==> config.mk <==
export PLATFORM = sky130hd
export DESIGN_NAME = train_controller_top_flat
export DESIGN_NICKNAME = d
export VERILOG_FILES = /design/src/rtl/train_if.sv /design/src/rtl/train_controller_top.sv /design/src/flat_wrapper.sv
export SDC_FILE = /design/constraint.sdc
export NUM_CORES = 1
export LEC_CHECK = 0
export CAP_MARGIN = 40
export CORE_UTILIZATION = 25
export DETAILED_ROUTE_END_ITERATION = 6
export GPL_ROUTABILITY_DRIVEN = 0
export GPL_TIMING_DRIVEN = 0
export PLACE_DENSITY = 0.48
export SYNTH_ARGS = -nofsm -noshare
export SYNTH_HDL_FRONTEND = slang
export SYNTH_SLANG_ARGS = --single-unit
==> constraint.sdc <==
create_clock -name clk -period 4.75 [get_ports clk]
set_clock_uncertainty 0.1 [all_clocks]
set_input_delay 0.95 -clock clk [delete_from_list [all_inputs] [get_ports clk]]
set_output_delay 0.95 -clock clk [all_outputs]
set_load 0.05 [all_outputs]
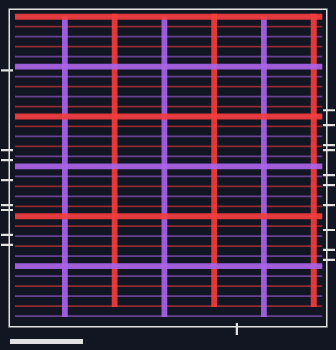
Run 1: supply network
Bar = 20 microns. Pins as bars on the die edge.
VSS: in purple. VDD: in red.
6 straps on met5. 6 straps on met4.
core area: 6832 sq um
Die Width: 86.16 microns

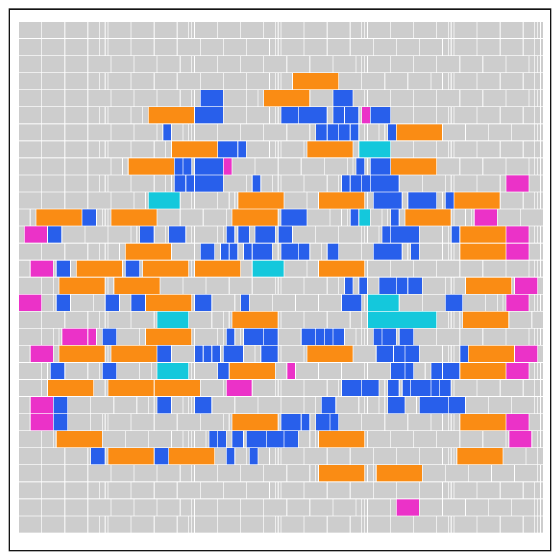
Run 1: placement by cell class
Fill, decap, tap and diode cells in grey.
clock drivers and dummy loads: in cyan, cells 8, share of their area 5.7%. all other logic: in blue, cells 127, share of their area 38%. flip-flops: in orange, cells 47, share of their area 46%. other buffers and delay cells: in magenta, cells 23, share of their area 10%.
Layout Utilization: 0.3189
sequential cell area share: 0.4319
Design Area, Final: 2178 sq um
Rows: 30

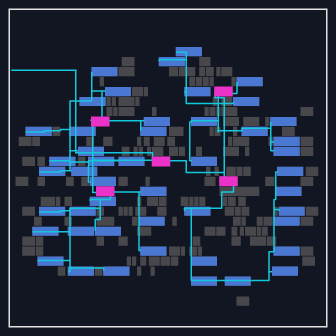
Run 1: routed clock nets over the placement
cells driving clock nets: in magenta, count 5. clock wires: in cyan, length 562 microns. flip-flops: in blue, count 47.
There are 6 routed clock nets.
power share of the clock group: 0.383
Clk Latency, worst-skew pair: 290 ps

==> impl_metrics.json, run 1 <==
{
  "power.leakage_nw": 0.8438,
  "cp_max_fo": 1,
  "gr-usage-all-layers": 0.08343,
  "drive_above_1_share": 0.05854,
  "cts_setup_buffers": 0,
  "stdcell_count": 301,
  "die-area_sq_um": 7423,
  "log.warning_count": 31,
  "areaGrowthSynthToFinish_pct": 23.04,
  "swShare": 0.2187,
  "outcome": "finished, final reports clean",
  "layout_top_cells": "47 x dfxtp_1, 22 x nor2_1, 21 x nor2b_1",
  "end_kind": "output port",
  "cts_resized": 0,
  "port_buffers": 17,
  "grt_max_degree": 15,
  "num_io_pins": 19,
  "largest_reg_flops": 7,
  "cts_max_level": 2,
  "fin_crit_ps": 2455,
  "path_buffers": 1,
  "slew_viol_final": 0,
  "ctsHoldBuffers": 0,
  "internal_power_mw": 0.6092,
  "switching_power_mw": 0.1705,
  "grt_antenna_before_repair": 0,
  "fmax_mhz": 407.4,
  "path_delay_family": "buffers and inverters",
  "slowest_stage": "clkdlybuf4s50_1",
  "rsz0062_at_grt": "no",
  "arrival_ps": 1400,
  "combPwrFrac": 0.080,
  "cts.path.max_buffers": 2,
  "setup_tns_ps": 0,
  "numCtsBuffers": 5,
  "max_slew.worst_pin.slew_ps": 496.2,
  "final-setup-viol-count": 0,
  "cts.clk_slew.worst_paths_ps": 80,
  "grt_pass1_wl_mm": 4.733,
  "worstHoldPathCells": 1,
  "rr_worst_depth": 5
}
-- run 1: synthesized netlist by cell type --
library cell  count  area share
nand4_1           1      0.0035
o31a_1            3       0.015
o21ai_0           5       0.014
clkbuf_1          4      0.0085
a21oi_1           5       0.014
nand2b_1          4       0.014
nor4b_1           1      0.0049
nor2_4            1      0.0064
buf_6             2       0.013
o31ai_1           1      0.0042
xnor2_1           2      0.0099
o22a_1            3       0.015
a31oi_1           2      0.0071
nand4b_1          1      0.0049
mux2i_1           1      0.0057
dfxtp_1          47        0.53
or4_1             1      0.0042
inv_1             7       0.015
nor2b_1          21       0.074
xor2_1            2      0.0099
nor3_1            5       0.014
a21o_1            1      0.0042
nor3b_1           3       0.013
ha_1             10       0.071
nand3_1           2      0.0057
o21bai_1          2      0.0085
nor2_1           22       0.047
nor2_2            1      0.0035
and3_1            1      0.0035
nand2_1          12       0.025
a311oi_1          1      0.0049
nand3b_1          6       0.025
-- run 1: logic make-up after synthesis --
| group | after synthesis | synth area share |
|---|---|---|
| DFF | 47 | 0.5314 |
| AOI/OAI and AO/OA | 23 | 0.08693 |
| and+or+nand+nor | 82 | 0.2495 |
| muxes | 1 | 0.005654 |
| buffers and inverters | 13 | 0.03604 |
| adders and majority gates | 10 | 0.07067 |
| xor gates and xnor gates | 4 | 0.01979 |
-- run 1: layout make-up --
class                      count  area, sq um  share of cell area
buffer                         6        37.54             0.01723
clock buffer                   6        82.58             0.03791
clock inverter                 2        35.03             0.01608
inverter                       7        26.28             0.01206
multi-input combinational    120        765.7              0.3515
sequential                    47        940.9              0.4319
tap                           96        120.1             0.05514
timing repair buffer          17        170.2             0.07812
-- run 1: power by group through the flow --
| stage | sequential, mW | clock [mW] | combinational, mW |
|---|---|---|---|
| floorplan | 0.437 | 0 | 0.0361 |
| global placement | 0.428 | 0 | 0.0622 |
| detailed placement | 0.429 | 0 | 0.0634 |
| CTS | 0.419 | 0.310 | 0.0636 |
| global route | 0.421 | 0.327 | 0.0713 |
| finish | 0.419 | 0.299 | 0.0620 |
-- run 1: layer usage --
layer	share of wire	wire, microns	track usage	vias up
li1	-	-	-	647
met1	0.53	1446	0.1042	500
met2	0.41	1132	0.1234	24
met3	0.040	110	0.02887	8
met4	0.023	64	0.05000	0
met5	0	0	0	-
-- run 1: per-stage QoR --
| stage | area, sq um | utilization | hold slack (ps) | power (mW) | setup slack, ps |
|---|---|---|---|---|---|
| after floorplan | 1770 | - | 313.8 | 0.4726 | 3065 |
| after global placement | 2061 | 0.3016 | 317.0 | 0.4906 | 2605 |
| after detailed placement | 2061 | 0.3016 | 322.6 | 0.4919 | 2618 |
| after CTS | 2178 | 0.3189 | 343.6 | 0.7931 | 2277 |
| after global routing | 2178 | 0.3189 | 360.4 | 0.8202 | 2251 |
| final | 2178 | 0.3189 | 341.0 | 0.7797 | 2295 |
Run 1, clock routing:
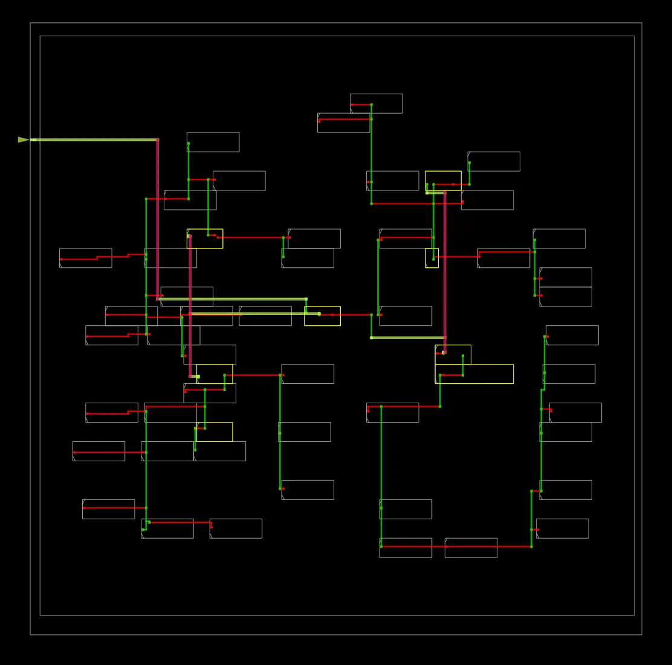

==> inputs of run 2 (changes only) <==
--- a/config.mk
+++ b/config.mk
@@ -10,7 +10,7 @@
 export DETAILED_ROUTE_END_ITERATION = 6
 export GPL_ROUTABILITY_DRIVEN = 0
 export GPL_TIMING_DRIVEN = 0
-export PLACE_DENSITY = 0.48
+export PLACE_DENSITY = 0.49
 export SYNTH_ARGS = -nofsm -noshare
 export SYNTH_HDL_FRONTEND = slang
 export SYNTH_SLANG_ARGS = --single-unit
==> constraint.sdc (replaced) <==
create_clock -name clk -period 2.1 [get_ports clk]
set_clock_uncertainty 0.1 [all_clocks]
set_input_delay 0.42 -clock clk [delete_from_list [all_inputs] [get_ports clk]]
set_output_delay 0.42 -clock clk [all_outputs]
set_load 0.05 [all_outputs]
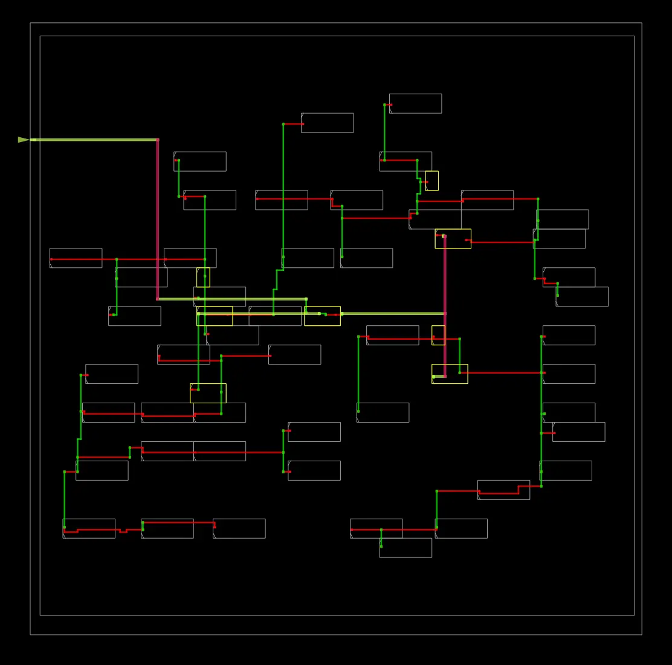
Run 2: clock routing
TritonCTS buffer count: 5
flop count: 47
P_clk: 0.516 mW

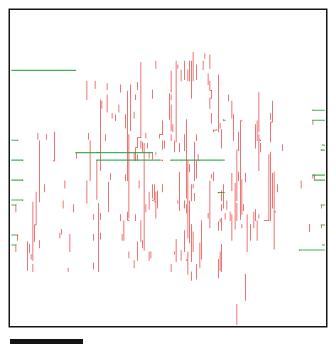
Run 2: routed metal, one colour a layer
Bar = 20 microns. Two of the layers only.
met3: in green, wire length 109 microns. met2: in red, wire length 1080 microns.
GRT Util Overall: 0.08584
overall routed net length: 2.699 mm

==> impl_metrics.json, run 2 <==
{
  "synth-edff-count": 0,
  "grt_pass1_wl_mm": 4.919,
  "cts.clk_slew.worst_paths_ps": 90,
  "rr_worst_depth": 5,
  "common_cells": "47 x dfxtp_1, 22 x nor2_1, 21 x nor2b_1, 12 x nand2_1, 10 x ha_1",
  "setup_tns_ps": 0,
  "end_kind": "output port",
  "areaGrowthSynthToFinish_pct": 21.13,
  "worstHoldPathCells": 2,
  "fp-row-count": 30,
  "slew_viol_final": 0,
  "fp.coreArea_sq_um": 6832,
  "clk_latency_ps": 290,
  "path_delay_family": "buffers and inverters",
  "largest_reg_flops": 7,
  "synth-main-ff-cell": "dfxtp_1",
  "cts_setup_buffers": 0,
  "pre_cts_ws_ps": 288.7,
  "outcome": "finished, final reports clean",
  "slowest_stage": "clkdlybuf4s50_1",
  "num_io_pins": 19,
  "stdcell_count": 301,
  "final-setup-viol-count": 0,
  "fin_crit_ps": 1918,
  "area_leaders": "dfxtp_1 53%, nor2b_1 7.4%, ha_1 7.1%",
  "ctsHoldBuffers": 0,
  "layout_setup_ws_ps": 182.3,
  "top_area_frac": 0.5314,
  "grt_antenna_before_repair": 0,
  "rsz0062_at_grt": "no",
  "async_reset_ff_frac": 0,
  "power.leakage_nw": 0.8303,
  "cts_resized": 0,
  "synth_dominant_cell_count": "dfxtp_1",
  "design_area_sq_um": 2145,
  "holdWs_ps": 239.3,
  "die_w_microns": 86.16
}
## run 2: cells by family (layout without fill, tap and decap cells)
family          count (synthesis)  after routing  share of synthesized area
simple gates                   82             82                     0.2495
flops                          47             47                     0.5314
buf+inv                        13             38                    0.03604
mux                             1              1                   0.005654
compound gates                 23             23                    0.08693
xor+xnor                        4              4                    0.01979
fa+ha+maj                      10             10                    0.07067
## run 2: power by group
part / internal [mW] / switching (mW)
logic: 0.0640 / 0.0763
registers: 0.929 / 0.0186
clock network: 0.228 / 0.288
total: 1.22 / 0.383
## run 2: worst reg2reg max path: stages (launching register included)
cell and delay, ps:
dfxtp_1 430, inv_1 90, ha_1 250, nor3b_1 150, or4_1 500, a21o_1 190
## run 2: final cells by class
class	count	area, sq um
Multi-Input combinational cell	120	765.7
Timing Repair Buffer	17	170.2
Buffer	6	37.54
Inverter	7	26.28
Clock inverter	3	15.01
Tap cell	96	120.1
Clock buffer	5	68.82
Sequential cell	47	940.9
Fill cell	756	4687
## run 2: layer usage
layer,track usage,wire length (microns),vias up
li1,-,-,644
met1,0.1126,1472,496
met2,0.1263,1075,23
met3,0.02887,108,5
met4,0.04091,42,0
met5,0,0,-
Power figures rest on the tool's default switching activity, not on a simulated workload.
